<file path="config.mk">
export PLATFORM = sky130hd
export DESIGN_NAME = seg7_scan_driver_flat
export DESIGN_NICKNAME = d
export VERILOG_FILES = /design/src/rtl/seg7_pkg.sv /design/src/rtl/seg7_scan_driver_if.sv /design/src/rtl/seg7_hex_decode.sv /design/src/rtl/seg7_scan_driver.sv /design/src/flat_wrapper.sv
export SDC_FILE = /design/constraint.sdc
export NUM_CORES = 1
export LEC_CHECK = 0
export CAP_MARGIN = 10
export CORE_ASPECT_RATIO = 1.5
export CORE_MARGIN = 3
export CORE_UTILIZATION = 50
export DETAILED_ROUTE_END_ITERATION = 7
export HOLD_SLACK_MARGIN = 0.03
export PLACE_DENSITY = 0.74
export SLEW_MARGIN = 15
export SYNTH_ARGS = -nofsm -noshare
export SYNTH_HDL_FRONTEND = slang
export SYNTH_SLANG_ARGS = --single-unit
</file>
<file path="constraint.sdc">
create_clock -name clk -period 4.7 [get_ports clk]
set_input_delay 0.705 -clock clk [delete_from_list [all_inputs] [get_ports clk]]
set_output_delay 0.705 -clock clk [all_outputs]
set_load 0.01 [all_outputs]
</file>
<file path="src/rtl/seg7_pkg.sv">
// rtl/seg7_pkg.sv - shared glyph table and parameter limits for the 7-segment scan driver
// Contents:
//   glyph_t          active-high segment vector, bit 0 = a ... bit 6 = g
//   GLYPH_TABLE      hex glyphs 0-9, A, b, C, d, E, F
//   *_MIN / *_MAX    legal parameter ranges, checked at elaboration by the top
package seg7_pkg;

    localparam int NUM_DIGITS_MIN  = 2;
    localparam int NUM_DIGITS_MAX  = 8;
    localparam int REFRESH_DIV_MIN = 4;

    typedef logic [6:0] glyph_t;

    localparam glyph_t GLYPH_TABLE [16] = '{
        7'h3F, 7'h06, 7'h5B, 7'h4F,   // 0 1 2 3
        7'h66, 7'h6D, 7'h7D, 7'h07,   // 4 5 6 7
        7'h7F, 7'h6F, 7'h77, 7'h7C,   // 8 9 A b
        7'h39, 7'h5E, 7'h79, 7'h71    // C d E F
    };

endpackage

</file>
<file path="src/rtl/seg7_scan_driver_if.sv">
// rtl/seg7_scan_driver_if.sv - display data/control inputs and multiplexed display outputs
// Signals:
//   data, dp_in, load, lz_en   driven by the master (host side)
//   seg, dp, an, frame_tick    driven by the slave (scan driver)
interface seg7_scan_driver_if #(
    parameter int NUM_DIGITS = 4
);

    logic [4*NUM_DIGITS-1:0] data;
    logic [NUM_DIGITS-1:0]   dp_in;
    logic                    load;
    logic                    lz_en;
    logic [6:0]              seg;
    logic                    dp;
    logic [NUM_DIGITS-1:0]   an;
    logic                    frame_tick;

    modport master (
        output data, dp_in, load, lz_en,
        input  seg, dp, an, frame_tick
    );

    modport slave (
        input  data, dp_in, load, lz_en,
        output seg, dp, an, frame_tick
    );

endinterface

</file>
<file path="src/rtl/seg7_hex_decode.sv">
// rtl/seg7_hex_decode.sv - combinational hex nibble to active-high 7-segment glyph
// Ports:
//   nibble_i  in   4  hex value
//   glyph_o   out  7  segments a..g, bit 0 = a
module seg7_hex_decode
    import seg7_pkg::*;
(
    input  logic [3:0] nibble_i,
    output glyph_t     glyph_o
);

    assign glyph_o = GLYPH_TABLE[nibble_i];

endmodule

</file>
<file path="src/rtl/seg7_scan_driver.sv">
// rtl/seg7_scan_driver.sv - time-multiplexed hex display driver with blanking and leading-zero suppression
// Ports:
//   clk   in   1   system clock, rising edge
//   rst   in   1   asynchronous active-low reset
//   bus   slave modport of seg7_scan_driver_if:
//         data/dp_in/load/lz_en in, seg/dp/an/frame_tick out
// Each digit owns REFRESH_DIV cycles; the first BLANK_CYCLES of a slot keep
// every anode (and the segments) dark so the previous digit cannot ghost.
// All outputs are registered one cycle behind the counter/index state.
module seg7_scan_driver
    import seg7_pkg::*;
#(
    parameter int NUM_DIGITS   = 4,
    parameter int REFRESH_DIV  = 100000,
    parameter int BLANK_CYCLES = 16,
    parameter bit ACTIVE_LOW   = 1'b1
) (
    input logic             clk,
    input logic             rst,
    seg7_scan_driver_if.slave bus
);

    if (NUM_DIGITS < NUM_DIGITS_MIN || NUM_DIGITS > NUM_DIGITS_MAX) begin : g_bad_digits
        $error("seg7_scan_driver: NUM_DIGITS out of range");
    end
    if (REFRESH_DIV < REFRESH_DIV_MIN || BLANK_CYCLES >= REFRESH_DIV) begin : g_bad_timing
        $error("seg7_scan_driver: REFRESH_DIV/BLANK_CYCLES out of range");
    end

    localparam int CNT_W = $clog2(REFRESH_DIV);
    localparam int IDX_W = $clog2(NUM_DIGITS);

    localparam logic [CNT_W-1:0]      CNT_LAST  = CNT_W'(REFRESH_DIV - 1);
    localparam logic [CNT_W-1:0]      CNT_BLANK = CNT_W'(BLANK_CYCLES);
    localparam logic [IDX_W-1:0]      IDX_LAST  = IDX_W'(NUM_DIGITS - 1);
    localparam logic [NUM_DIGITS-1:0] AN_ONE    = NUM_DIGITS'(1);

    logic [CNT_W-1:0]          cnt_q, cnt_d;
    logic [IDX_W-1:0]          idx_q, idx_d;
    logic [4*NUM_DIGITS-1:0]   data_q, data_d;
    logic [NUM_DIGITS-1:0]     dpsh_q, dpsh_d;
    logic [NUM_DIGITS-1:0]     an_q, an_d;
    glyph_t                    seg_q, seg_d;
    logic                      dp_q, dp_d;
    logic                      ft_q, ft_d;

    logic                      terminal;
    logic                      lit;
    logic                      zero_above;
    logic                      suppress;
    logic                      dp_sel;
    logic [3:0]                nibble_sel;
    glyph_t                    glyph;

    // The index mux sits ahead of the decoder so only one decoder is needed.
    seg7_hex_decode u_decode (
        .nibble_i (nibble_sel),
        .glyph_o  (glyph)
    );

    always_comb begin
        terminal = (cnt_q == CNT_LAST);
        cnt_d    = terminal ? '0 : cnt_q + CNT_W'(1);
        idx_d    = idx_q;
        if (terminal) begin
            idx_d = (idx_q == IDX_LAST) ? '0 : idx_q + IDX_W'(1);
        end
        ft_d = terminal && (idx_q == IDX_LAST);

        data_d = bus.load ? bus.data  : data_q;
        dpsh_d = bus.load ? bus.dp_in : dpsh_q;

        // Walk from the most significant digit down: zero_above stays set while
        // every nibble from the top down to digit i is zero, which is exactly
        // the leading-zero condition for digit i. Digit 0 is never blanked.
        nibble_sel = '0;
        dp_sel     = 1'b0;
        suppress   = 1'b0;
        zero_above = 1'b1;
        for (int i = NUM_DIGITS - 1; i >= 0; i--) begin
            zero_above = zero_above && (data_q[4*i +: 4] == 4'h0);
            if (idx_q == IDX_W'(i)) begin
                nibble_sel = data_q[4*i +: 4];
                dp_sel     = dpsh_q[i];
                suppress   = bus.lz_en && zero_above && (i != 0);
            end
        end

        lit   = (cnt_q >= CNT_BLANK);
        an_d  = '0;
        seg_d = '0;
        dp_d  = 1'b0;
        if (lit) begin
            an_d  = AN_ONE << idx_q;
            seg_d = suppress ? '0 : glyph;
            dp_d  = dp_sel;
        end
    end

    always_ff @(posedge clk or negedge rst) begin
        if (!rst) begin
            cnt_q  <= '0;
            idx_q  <= '0;
            data_q <= '0;
            dpsh_q <= '0;
            an_q   <= '0;
            seg_q  <= '0;
            dp_q   <= 1'b0;
            ft_q   <= 1'b0;
        end else begin
            cnt_q  <= cnt_d;
            idx_q  <= idx_d;
            data_q <= data_d;
            dpsh_q <= dpsh_d;
            an_q   <= an_d;
            seg_q  <= seg_d;
            dp_q   <= dp_d;
            ft_q   <= ft_d;
        end
    end

    // Polarity is a static inversion after the registers, so the pins stay
    // glitch-free and every internal signal remains active-high.
    assign bus.an         = ACTIVE_LOW ? ~an_q  : an_q;
    assign bus.seg        = ACTIVE_LOW ? ~seg_q : seg_q;
    assign bus.dp         = ACTIVE_LOW ? ~dp_q  : dp_q;
    assign bus.frame_tick = ft_q;

endmodule

</file>
<file path="src/flat_wrapper.sv">
// flat-port wrapper written by rule: the top's interface ports become plain ports
module seg7_scan_driver_flat import seg7_pkg::*;
#(
    parameter int NUM_DIGITS   = 4,
    parameter int REFRESH_DIV  = 100000,
    parameter int BLANK_CYCLES = 16,
    parameter bit ACTIVE_LOW   = 1'b1
)
  (clk, rst, bus_data, bus_dp_in, bus_load, bus_lz_en, bus_seg, bus_dp, bus_an, bus_frame_tick);
  seg7_scan_driver_if #(.NUM_DIGITS(NUM_DIGITS)) bus_i ();
  input logic clk;
  input logic rst;
  input wire logic [$bits(bus_i.data)-1:0] bus_data;
  input wire logic [$bits(bus_i.dp_in)-1:0] bus_dp_in;
  input wire logic [$bits(bus_i.load)-1:0] bus_load;
  input wire logic [$bits(bus_i.lz_en)-1:0] bus_lz_en;
  output wire logic [$bits(bus_i.seg)-1:0] bus_seg;
  output wire logic [$bits(bus_i.dp)-1:0] bus_dp;
  output wire logic [$bits(bus_i.an)-1:0] bus_an;
  output wire logic [$bits(bus_i.frame_tick)-1:0] bus_frame_tick;
  assign bus_i.data = bus_data;
  assign bus_i.dp_in = bus_dp_in;
  assign bus_i.load = bus_load;
  assign bus_i.lz_en = bus_lz_en;
  assign bus_seg = bus_i.seg;
  assign bus_dp = bus_i.dp;
  assign bus_an = bus_i.an;
  assign bus_frame_tick = bus_i.frame_tick;
  seg7_scan_driver #(.NUM_DIGITS(NUM_DIGITS), .REFRESH_DIV(REFRESH_DIV), .BLANK_CYCLES(BLANK_CYCLES), .ACTIVE_LOW(ACTIVE_LOW)) u_core (.clk(clk), .rst(rst), .bus(bus_i));
endmodule
</file>
==> run summary, run 1 <==
Notes on the flow outputs.

- The shortest clock period the worst path allows after layout reads 2.58 ns.
- The quantity of I/O buffers inserted on ports reads 36.
- The sequential share of the synthesized area reads 49.0%.
- The power report lists cell-internal power as 0.650 mW.
- The endpoint type of the worst setup path is a flop.
- The category of the most critical setup path reads flop to flop.
- Looking at the power breakdown, sequential logic takes 57.3% of the total.
- The count of nets left with antenna violations once routing finished came out at 0.
- The final setup violation count is 0.
- The transition time recorded at the tightest slew-check pin is 0.940 ns.
- The power share of the clock group reads 27.1%.
- The sum of overflow across all layers after global routing is 0.
- The number of H-tree branching levels reads 2.
- The proportion of synthesized flip-flops having asynchronous set or reset is 100%.
- The peak fanout along the critical path is 15.
- The analysis attributes to cell leakage a power of 1.33 nW.
- The area used by sequential logic in the layout reads 1300 um2.
- The largest net degree at the start of global routing reads 53.
- The initial antenna violation count came to 0.
- TritonCTS built the clock tree.
- The tool warning count for the run is 36.
- The die area reads 6240 um2.
- The fraction of power spent switching nets reads 24.1%.
- The floorplan step records an initial core utilization of 53.5%.
- The kind of start point of the critical path reads a flop.
- The most used routing layer reads met2.
- The number of standard cells reported by yosys reads 243.
- The flow ran to the end, and the final reports show no timing, DRC or antenna violations.
- The final weighted congestion in routability-driven placement reads 0.926.
- Post-CTS timing repair inserted 0 buffers for setup.
- The fmax reads 0.387 GHz.
- For the worst setup path, the data arrival time is 2.76 ns.
- The final cell count without fillers is 345.
- The footprint of the multi-input gates is 1220 um2.
## run 1: cell families after synthesis
group	count (synthesis)	synth area share [%]
xor+xnor	16	5.28
fa+ha+maj	12	5.65
compound gates	30	8.63
flops	52	49.0
simple gates	82	17.1
mux	22	9.24
buf+inv	29	5.09
## run 1: flip-flops by register name, indices dropped and copies added (netlist names)
signal / count
u_core.dpsh_q: 4
u_core.bus.frame_tick: 1
u_core.data_q: 16
u_core.an_q: 4
u_core.cnt_q: 17
u_core.dp_q: 1
u_core.seg_q: 7
u_core.idx_q: 2
## run 1: per-stage QoR
| stage | util [%] | instance area [um2] | hold slack, ns |
|---|---|---|---|
| 6_report | 63.0 | 3130 | 0.498 |
| 2_1_floorplan | - | 2660 | 0.409 |
| 3_3_place_gp | 61.4 | 3050 | 0.480 |
| 5_1_grt | 63.0 | 3130 | 0.542 |
| 4_1_cts | 63.0 | 3130 | 0.501 |
| 3_5_place_dp | 61.4 | 3050 | 0.486 |
## run 1: worst paths after layout
path                                             start                            to  slack, ns  cells after the start
max                        u_core.idx_q[0]$_DFFE_PN0N_     u_core.seg_q[2]$_DFF_PN0_       2.12                      8
min                                                rst  u_core.dpsh_q[0]$_DFFE_PN0P_       0.50                      2
max reg2reg                u_core.idx_q[0]$_DFFE_PN0N_     u_core.seg_q[2]$_DFF_PN0_       2.12                      8
min reg2reg                 u_core.cnt_q[13]$_DFF_PN0_    u_core.cnt_q[13]$_DFF_PN0_       0.50                      1
max in group asynchronous                          rst  u_core.data_q[7]$_DFFE_PN0P_       3.76                      2
min in group clk            u_core.cnt_q[13]$_DFF_PN0_    u_core.cnt_q[13]$_DFF_PN0_       0.50                      1
## run 1: cell type report
class	instances	area share [%]
clock buffer	6	2.32
clock inverter	1	0.160
inverter	20	2.40
multi-input combinational	162	39.0
sequential	52	41.6
tap	66	2.64
timing repair buffer	38	11.8
## run 1: worst max-delay path, stage by stage, from the launching register on
cell and delay, ns:
sky130_fd_sc_hd__dfrtp_1 0.42, sky130_fd_sc_hd__inv_1 0.10, sky130_fd_sc_hd__ha_1 0.43, sky130_fd_sc_hd__a211oi_1 0.10, sky130_fd_sc_hd__a211oi_1 0.72, sky130_fd_sc_hd__inv_1 0.15, sky130_fd_sc_hd__ha_1 0.26, sky130_fd_sc_hd__o21ai_0 0.19
sky130_fd_sc_hd__a21oi_1 0.09
## run 1: placed cells by master, fill, tap and decap left out, drive strengths merged, types with 2 or more instances in the layout
master	instances
a211oi	5
a21oi	8
a311o	2
a311oi	2
and2	7
buf	3
clkbuf	6
clkdlybuf4s50	35
dfrtp	52
ha	12
inv	20
mux2	20
mux2i	2
nand2	19
nand3	7
nand3b	6
nand4	5
nor2	16
nor2b	3
nor3	3
nor3b	4
nor4	5
o21ai	7
or4	2
xnor2	11
xor2	5
## run 1: routing by layer
| layer | wire length (um) | vias up | part of all wire, % |
|---|---|---|---|
| met1 | 1840 | 899 | 38 |
| met5 | 0 | - | 0 |
| met4 | 85 | 0 | 1.8 |
| met2 | 2720 | 33 | 57 |
| met3 | 147 | 9 | 3.1 |
| li1 | - | 909 | - |
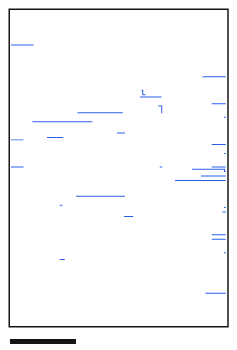
(run_1/met3.png)
Bar = 20 um.
longest straight run	17.7 um
nets with wire on the layer	24
share of all routed wire	3.1%
main direction	horizontal
wire length on this layer	147 um
met3 track demand over resource in global routing: 3.89%
routed via count: 1,850
sum of routed wire length over all layers: 4.80 mm

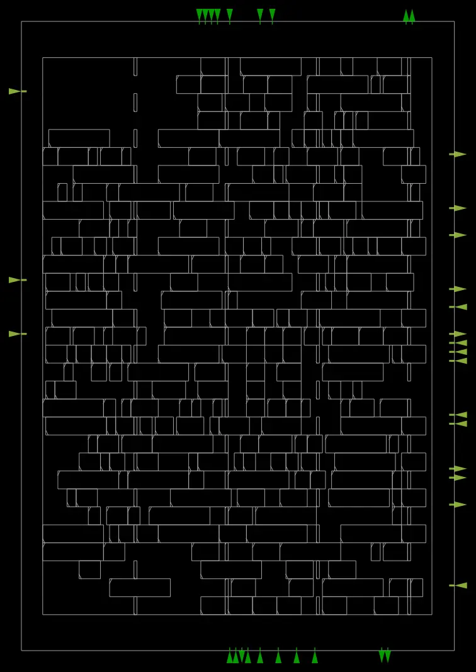
(run_1/final_placement.png)
number of rows in the core area: 31
number of tap cells inserted: 66
core box area: 4960 um2
sequential portion of the cell area: 41.6%

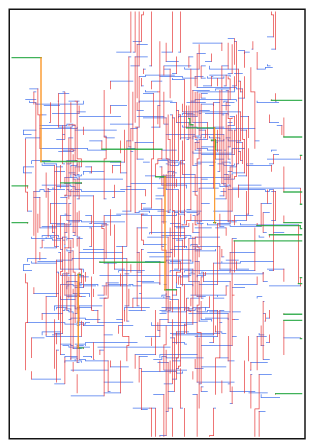
(run_1/metal_stack.png)
colour	layer	wire length
green	met3	147 um
blue	met1	1,840 um
red	met2	2,720 um
orange	met4	85.7 um

==> inputs of run 2 (changes only) <==
Settings changed: CORE_UTILIZATION 50 to 49, PLACE_DENSITY 0.74 to 0.76.
Clock period 4.7 ns to 2.15 ns, I/O delays scaled along.
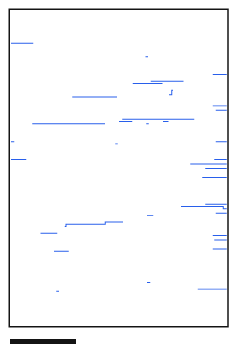
(run_2/met3.png)
Bar = 20 um.
wire length on this layer	210 um
share of all routed wire	4.2%
nets with wire on the layer	29
main direction	horizontal
longest straight run	21.8 um

==> run 2 against run 1 <==
Net effect:
- global-route usage shrank 0.60 points
- count of clock-buffer cells in the layout shrank 1
- synthesized cell count is the same
- core utilization grew 0.60 points
- worst hold slack lost 0.39 ns
- wire length grew 5.0%
- critical path type unchanged
- power grew 130%
- non-clock buffer count grew 12
- largest cell class unchanged
- synthesized area is the same
==> run summary, run 2 <==
Notes on the flow outputs.

- The total number of warnings across the stage logs reads 37 (+2.8%).
- The core footprint was 5200 um2 (+4.8%).
- The number of standard cells reported by yosys is 243 (unchanged).
- The design internal power is 1.44 mW (+120%).
- The total wire length reads 5.03 mm (+5.0%).
- The static leakage power was 1.40 nW (+4.7%).
- The number of rows created at floorplan reads 32 (+3.2%).
- The initial antenna violation count was 0 (unchanged).
- The floorplan-stage core utilization is 51.0% (-2.5 points).
- The sum of overflow across all layers after global routing is 0 (unchanged).
- Per the cell usage report, the commonest logic cells after layout are sky130_fd_sc_hd__dfrtp_1 (51), sky130_fd_sc_hd__clkdlybuf4s50_1 (35), sky130_fd_sc_hd__mux2_2 (20), sky130_fd_sc_hd__nand2_1 (18), sky130_fd_sc_hd__inv_1 (17).
- The total vias in the final route is 1,885 (+1.9%).
- The data arrival time at the worst-slack endpoint came to 2.29 ns (-0.47 ns).
- The quantity of I/O buffers inserted on ports reads 36 (unchanged).
- The critical path's largest stage delay is 0.44 ns (-0.28 ns).
- The most flop-heavy register reads u_core.cnt_q.
- The registers reported with the highest flop counts are u_core.cnt_q x17, u_core.data_q x16, u_core.seg_q x7.
- The final setup violation count was 0 (unchanged).
- The die area reads 6360 um2 (+1.9%).
- The run finished with clean final reports.
- The final cell count without fillers reads 361 (+4.6%).
- The largest net degree at the start of global routing came to 53 (unchanged).
- The flip-flop count of the largest register, all copies and words added is 17 (unchanged).
- The count of antenna-violating nets left after detailed routing reads 0 (unchanged).
- The TritonCTS clock tree reads built.
- The category of the most critical setup path reads flop to flop.
- The cell area after layout reads 3310 um2 (+5.8%).
- The shortest clock period the worst path allows after layout is 2.09 ns (-0.490 ns).
- The number of H-tree branching levels is 2 (unchanged).
- The final weighted congestion in routability-driven placement is 0.879 (-5.1%).
- The transition at the pin with the smallest max-transition slack is 0.627 ns (-0.312 ns).
- The peak fanout along the critical path reads 9 (-6).
-- run 2: cell types whose count changed in the layout (fill, tap and decap cells not counted), moves of 2 or more --
cell	previous run	this run
sky130_fd_sc_hd__ha_2	0	3
sky130_fd_sc_hd__buf_4	2	14
sky130_fd_sc_hd__a211oi_1	5	3
sky130_fd_sc_hd__inv_1	20	17
sky130_fd_sc_hd__ha_4	0	3
sky130_fd_sc_hd__clkinvlp_4	0	2
sky130_fd_sc_hd__ha_1	12	6
sky130_fd_sc_hd__inv_2	0	3
-- run 2: per-layer routing --
layer,part of all wire [%],track usage [%]
met1,39,18.7
met2,55,31.4
met3,4.2,3.15
met4,2.1,6.44
met5,0,0
-- run 2: metrics by stage --
stage          total power [mW]  setup WS [ns]  util, %
5_1_grt                    2.03       -0.00925     63.6
6_report                   1.94         0.0586     63.6
3_3_place_gp               1.39         0.0855     60.2
4_1_cts                    1.95         0.0279     63.1
3_5_place_dp               1.40        -0.0273     60.2
2_1_floorplan              1.25         0.0186        -
-- run 2: path summary, 6_finish.rpt --
path	start	end	slack (ns)	cells past startpoint
worst max-delay path	u_core.idx_q[0]$_DFFE_PN0N_	u_core.seg_q[3]$_DFF_PN0_	0.06	8
worst min register to register	u_core.cnt_q[13]$_DFF_PN0_	u_core.cnt_q[13]$_DFF_PN0_	0.51	1
worst max register to register	u_core.idx_q[0]$_DFFE_PN0N_	u_core.seg_q[3]$_DFF_PN0_	0.06	8
worst min-delay path	rst	u_core.dp_q$_DFF_PN0_	0.11	2
max in group asynchronous	rst	u_core.idx_q[0]$_DFFE_PN0N_	1.58	2
min in group clk	u_core.cnt_q[13]$_DFF_PN0_	u_core.cnt_q[13]$_DFF_PN0_	0.51	1
-- run 2: kinds of logic after synthesis --
kind of cell,count (synthesis),share of synthesized area [%]
buffers and inverters,29,5.09
DFF,52,49.0
AOI/OAI and AO/OA,30,8.63
xor gates and xnor gates,16,5.28
muxes,22,9.24
adders and majority gates,12,5.65
and+or+nand+nor,82,17.1
-- run 2: repair_timing --
action / in CTS / in global routing
cloned: 0 / 1
endpoints found under the hold margin: 0 / 0
buffers inserted: 3 / 0
pin swaps: 2 / 3
resized: 6 / 6
endpoints found under the setup margin: 1 / 6
-- run 2: area by class of cell --
cell class	count	area [um2]
tap	68	85.1
fill	416	1900
multi-input combinational	163	1290
sequential	52	1300
clock buffer	5	68.8
inverter	20	75.1
clock inverter	3	23.8
timing repair buffer	50	460
-- run 2: power by group through the flow --
| stage | registers, mW | clock network (mW) | logic, mW |
|---|---|---|---|
| finish | 1.07 | 0.556 | 0.307 |
| global route | 1.08 | 0.611 | 0.333 |
| CTS | 1.08 | 0.569 | 0.303 |
| detailed placement | 1.10 | 0 | 0.303 |
| global placement | 1.09 | 0 | 0.298 |
| floorplan | 1.08 | 0 | 0.165 |
==> inputs of run 3 (changes only) <==
Settings changed: CTS_CLUSTER_SIZE set to 24.
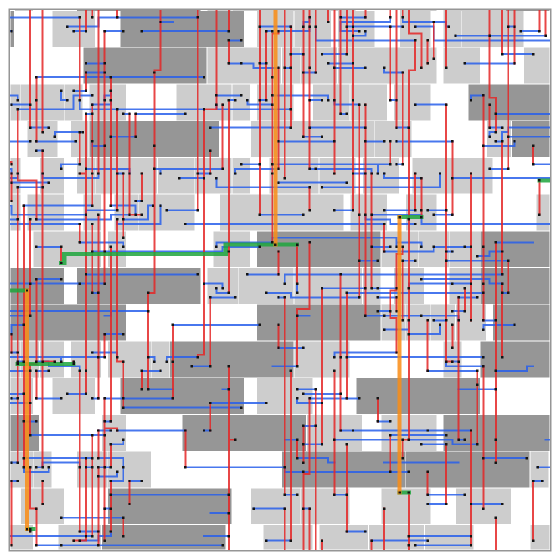
(run_3/zoom.png)
Window x 13 to 53, y 9 to 49 um. Cells in grey, sequential cells in the stronger grey; small squares are vias.
colour	layer
green	met3
red	met2
orange	met4
blue	met1
cells with their middle in the window	109
most frequent	dfrtp_1 (19), mux2_2 (8), buf_4 (8)
netlist names of flops here include	`u_core.cnt_q` (6), `u_core.dpsh_q` (4), `u_core.an_q` (3)
sequential cells in the window	20

==> run 3 against run 2 <==
Net effect:
- critical path depth unchanged
- critical path type unchanged
- via count unchanged
- critical endpoint unchanged
- cell count is the same
- non-clock buffer count stayed put
==> run summary, run 3 <==
Notes on the flow outputs.

- The fraction of met2 tracks used by global routing reads 31.4% (unchanged).
- The final worst-path setup slack is 0.0586 ns (unchanged).
- The number of standard cells reported by yosys is 243 (unchanged).
- The flip-flop count of the largest register, all copies and words added reads 17 (unchanged).
- The most used routing layer is met2.
- The shortest clock period the worst path allows after layout is 2.09 ns (unchanged).
- For reference, the top cells by count after synthesis are sky130_fd_sc_hd__dfrtp_1 (52), sky130_fd_sc_hd__inv_1 (20), sky130_fd_sc_hd__mux2_2 (20).
- The sum of overflow across all layers after global routing reads 0 (unchanged).
- The floorplan-stage core utilization came to 51.0% (unchanged).
- The number of fill cells in the layout reads 416 (unchanged).
- The met1 track utilization from global routing was 18.7% (unchanged).
- CTS added clock buffers totalling 5.
- By area the synthesized netlist is led by sky130_fd_sc_hd__dfrtp_1 (49%), sky130_fd_sc_hd__mux2_2 (8.5%), sky130_fd_sc_hd__ha_1 (5.7%).
- The flow ran to the end, and the final reports show no timing, DRC or antenna violations.
- The transition at the pin with the smallest max-transition slack reads 0.627 ns (unchanged).
- Across every metal layer, demand over resource in global routing totals 16.9%.
- The total number of warnings across the stage logs reads 37 (unchanged).
- The wire length per cell after detailed routing is 13.9 um.
- The final setup violation count reads 0 (unchanged).
- The count of antenna-violating nets left after detailed routing came to 0 (unchanged).
- The met3 layer usage reported by global route reads 3.15% (unchanged).
- The area used by sequential logic in the layout came to 1300 um2 (unchanged).
- The quantity of I/O buffers inserted on ports reads 36 (unchanged).
- The initial antenna violation count is 0 (unchanged).
- The largest registers in the layout are u_core.cnt_q x17, u_core.data_q x16, u_core.seg_q x7.
- The design internal power is 1.44 mW (unchanged).
- The total vias in the final route came to 1,885 (unchanged).
- The total wire length is 5.03 mm (unchanged).
- The category of the most critical setup path is flop to flop.
- The footprint of the multi-input gates is 1290 um2 (unchanged).
- The most flop-heavy register is u_core.cnt_q.
- The largest net degree at the start of global routing came to 53 (unchanged).
- The peak fanout along the critical path reads 9 (unchanged).
- The most frequent logic cell in the layout is sky130_fd_sc_hd__dfrtp_1.
- The top cell types in the final layout, fill and taps aside, are sky130_fd_sc_hd__dfrtp_1 (51), sky130_fd_sc_hd__clkdlybuf4s50_1 (35), sky130_fd_sc_hd__mux2_2 (20), sky130_fd_sc_hd__nand2_1 (18), sky130_fd_sc_hd__inv_1 (17).
- The die area is 6360 um2 (unchanged).
- The final weighted congestion in routability-driven placement is 0.879 (unchanged).
- The vertical die dimension is 96.2 um.
- For this run, the register share of the synthesized area comes to 49.0%.
- The data arrival time at the worst-slack endpoint is 2.29 ns (about the same).
- The core footprint is 5200 um2 (unchanged).
- The number of rows created at floorplan is 32 (unchanged).
- The utilization of the core after routing reads 63.6% (unchanged).
- The setup slack after placement reads -0.0273 ns (unchanged).
- The cell count of the worst reg-to-reg path is 8 (unchanged).
- The TritonCTS clock tree reads built.
- The static leakage power reads 1.40 nW (unchanged).
[run 3: cell counts after synthesis]
No cell type changed its count.
[run 3: worst max-delay path, cell delays in order, from the launching register on]
cell	delay (ns)
sky130_fd_sc_hd__dfrtp_2	0.44
sky130_fd_sc_hd__buf_4	0.15
sky130_fd_sc_hd__ha_4	0.18
sky130_fd_sc_hd__nor2_1	0.38
sky130_fd_sc_hd__a311o_1	0.37
sky130_fd_sc_hd__buf_4	0.19
sky130_fd_sc_hd__a21oi_1	0.05
sky130_fd_sc_hd__a22oi_1	0.17
sky130_fd_sc_hd__nor2_1	0.06
[run 3: kinds of logic after synthesis]
family	after synthesis	synth area share (%)
and+or+nand+nor	82	17.1
DFF	52	49.0
AOI/OAI and AO/OA	30	8.63
buffers and inverters	29	5.09
muxes	22	9.24
xor gates and xnor gates	16	5.28
adders and majority gates	12	5.65
[run 3: worst paths after layout]
check                                            start  slack, ns                          end
max                        u_core.idx_q[0]$_DFFE_PN0N_       0.06    u_core.seg_q[3]$_DFF_PN0_
min                                                rst       0.11        u_core.dp_q$_DFF_PN0_
max reg2reg                u_core.idx_q[0]$_DFFE_PN0N_       0.06    u_core.seg_q[3]$_DFF_PN0_
min reg2reg                 u_core.cnt_q[13]$_DFF_PN0_       0.51   u_core.cnt_q[13]$_DFF_PN0_
max in group asynchronous                          rst       1.58  u_core.idx_q[0]$_DFFE_PN0N_
min in group clk            u_core.cnt_q[13]$_DFF_PN0_       0.51   u_core.cnt_q[13]$_DFF_PN0_
[run 3: per-layer routing]
metal,routed length [um],part of all wire [%],up-vias
li1,-,-,933
met1,1970,39,897
met2,2750,55,45
met3,209,4.2,10
met4,106,2.1,0
met5,0,0,-
[run 3: power by group through the flow]
stage	Sequential [mW]	Combinational [mW]	Clock [mW]
6_report	1.07	0.307	0.556
5_1_grt	1.08	0.333	0.611
4_1_cts	1.08	0.303	0.569
3_5_place_dp	1.10	0.303	0
3_3_place_gp	1.09	0.298	0
2_1_floorplan	1.08	0.165	0
[run 3: final cells by class]
class | instances | area share [%]
flip-flops and latches | 52 | 39.4
multi-input cells | 163 | 39.1
repair buffers | 50 | 13.9
well taps | 68 | 2.57
inverters | 20 | 2.27
clock buffers | 5 | 2.08
clock inverters | 3 | 0.719
[run 3: timing repair]
item	CTS	global route
resized	6	6
setup endpoints to repair	1	6
setup buffers	3	0
pin swaps	2	3
gates cloned	0	1
[run 3: per-stage QoR]
stage | instances | instance area (um2) | total power [mW] | hold slack [ns]
6_report | 361 | 3310 | 1.94 | 0.105
5_1_grt | 361 | 3310 | 2.03 | 0.150
4_1_cts | 360 | 3280 | 1.95 | 0.130
3_5_place_dp | 349 | 3130 | 1.40 | 0.473
3_3_place_gp | 349 | 3130 | 1.39 | 0.469
2_1_floorplan | 243 | 2670 | 1.25 | 0.0269
Power and IR drop assume default switching activity.
